Signal wires on met2:
(4 px per um) Cells faint in the background.
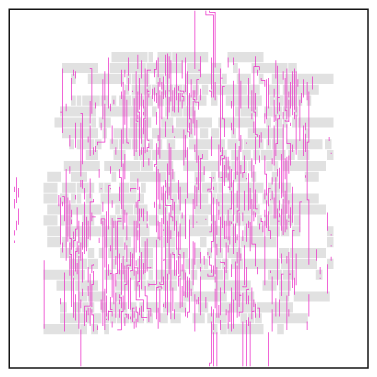
Clock nets:
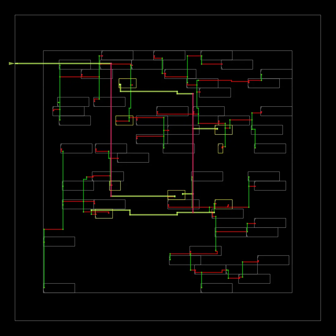
==> config.mk <==
export PLATFORM = sky130hd
export DESIGN_NAME = morse_writer
export DESIGN_NICKNAME = d
export VERILOG_FILES = /design/src/rtl/morse_writer.sv
export SDC_FILE = /design/constraint.sdc
export NUM_CORES = 1
export LEC_CHECK = 0
export CORE_MARGIN = 8
export CORE_UTILIZATION = 58
export CTS_CLUSTER_DIAMETER = 100
export DETAILED_ROUTE_END_ITERATION = 16
export MAX_ROUTING_LAYER = met4
export PLACE_DENSITY = 0.86
export REMOVE_ABC_BUFFERS = 1
export SLEW_MARGIN = 40
export SYNTH_ARGS = -nofsm -noshare
export SYNTH_HDL_FRONTEND = slang
export SYNTH_SLANG_ARGS = --single-unit
export TNS_END_PERCENT = 1
==> constraint.sdc <==
create_clock -name clk -period 3.55 [get_ports clk]
set_input_delay 0.71 -clock clk [delete_from_list [all_inputs] [get_ports clk]]
set_output_delay 0.71 -clock clk [all_outputs]
set_load 0.1 [all_outputs]
==> results.py <==
# Metrics from the implementation run
metrics = {
    "setup_path": {
        "cpMostUsedCell": "ha_1",
        "worstSetupPathType": "register to register",
        "path_delay_family": "simple AND/OR/NAND/NOR gates",
        "path_cells": "inv_1, ha_1, or4b_4, or2_4, a32oi_1, buf_4, nor2b_1, o21ai_0, ha_1, nand2b_1, mux2i_1, nor4_1",
        "slowest_delay_ns": 0.53,
        "cp_slowest_cell": "dfrtp_1",
        "crit_path_start_kind": "register",
        "crit_required_ns": 3.77,
    },
    "pwr": {
        "p_comb_frac": 0.433,
        "p_leak_uw": 0.001524,
        "switching_share": 0.4536,
    },
    "sta": {
        "finalSetupTns_ns": 0,
        "finalCriticalPeriod_ns": 3.196,
        "setup_viol": 0,
        "hold_viol": 0,
    },
    "global_routing": {
        "met1_usage": 0.2634,
        "antenna_found_initial": 0,
        "global_route.usage.met3": 0.04320,
        "grt_pass1_wl_mm": 12.21,
    },
    "place": {
        "dp_slack_ns": 0.3841,
        "placed_cell_area_um2": 3358,
    },
    "layout": {
        "lay_top_cells": "51 x dfrtp_1, 45 x nor2_1, 31 x nand2_1",
        "drive_gt1_frac": 0.09626,
        "nNetsFinal": 397,
        "clk_share": 0.02749,
        "sh_seq_area": 0.3689,
        "logic_gates": 271,
    },
    "floorplan": {
        "ios": 27,
        "n_tap_cell": 70,
    },
    "detailed_routing": {
        "wl_met1_mm": 3.336,
        "ant_nets": 0,
        "drc_errors": 0,
    },
    "outcome": {
        "status": "finished clean",
    },
    "synth": {
        "mux_share": 0.02288,
        "yosysWarnings": 0,
        "netlist-cell-type-count": 56,
        "syn_inst": 351,
        "ys_sh_adder": 0.04817,
        "ys_ff": 51,
        "synthTopLogicFamily": "simple AND/OR/NAND/NOR gates",
        "yosys.area_share.simple": 0.2356,
    },
    "min_path": {
        "min-delay-path-class": "input pin to asynchronous set/reset pin",
    },
    "clock_tree": {
        "post_cts_resized": 0,
        "clock_path_buffers": 2,
    },
}
-- 'signal wires on met2' (at the start) --
longest straight run	26.2 um
wire length on this layer	3,250 um
main direction	vertical
via count: 2,623
Total Wirelength: 6.949 mm

-- 'clock nets' (at the start) --
CTS buffer count: 5
flip-flops: 51
Clock Skews: 0.009441 ns
clock buf count: 7
clk_lat worst skew: 0.32 ns

Power is estimated from default activity; no workload was simulated.
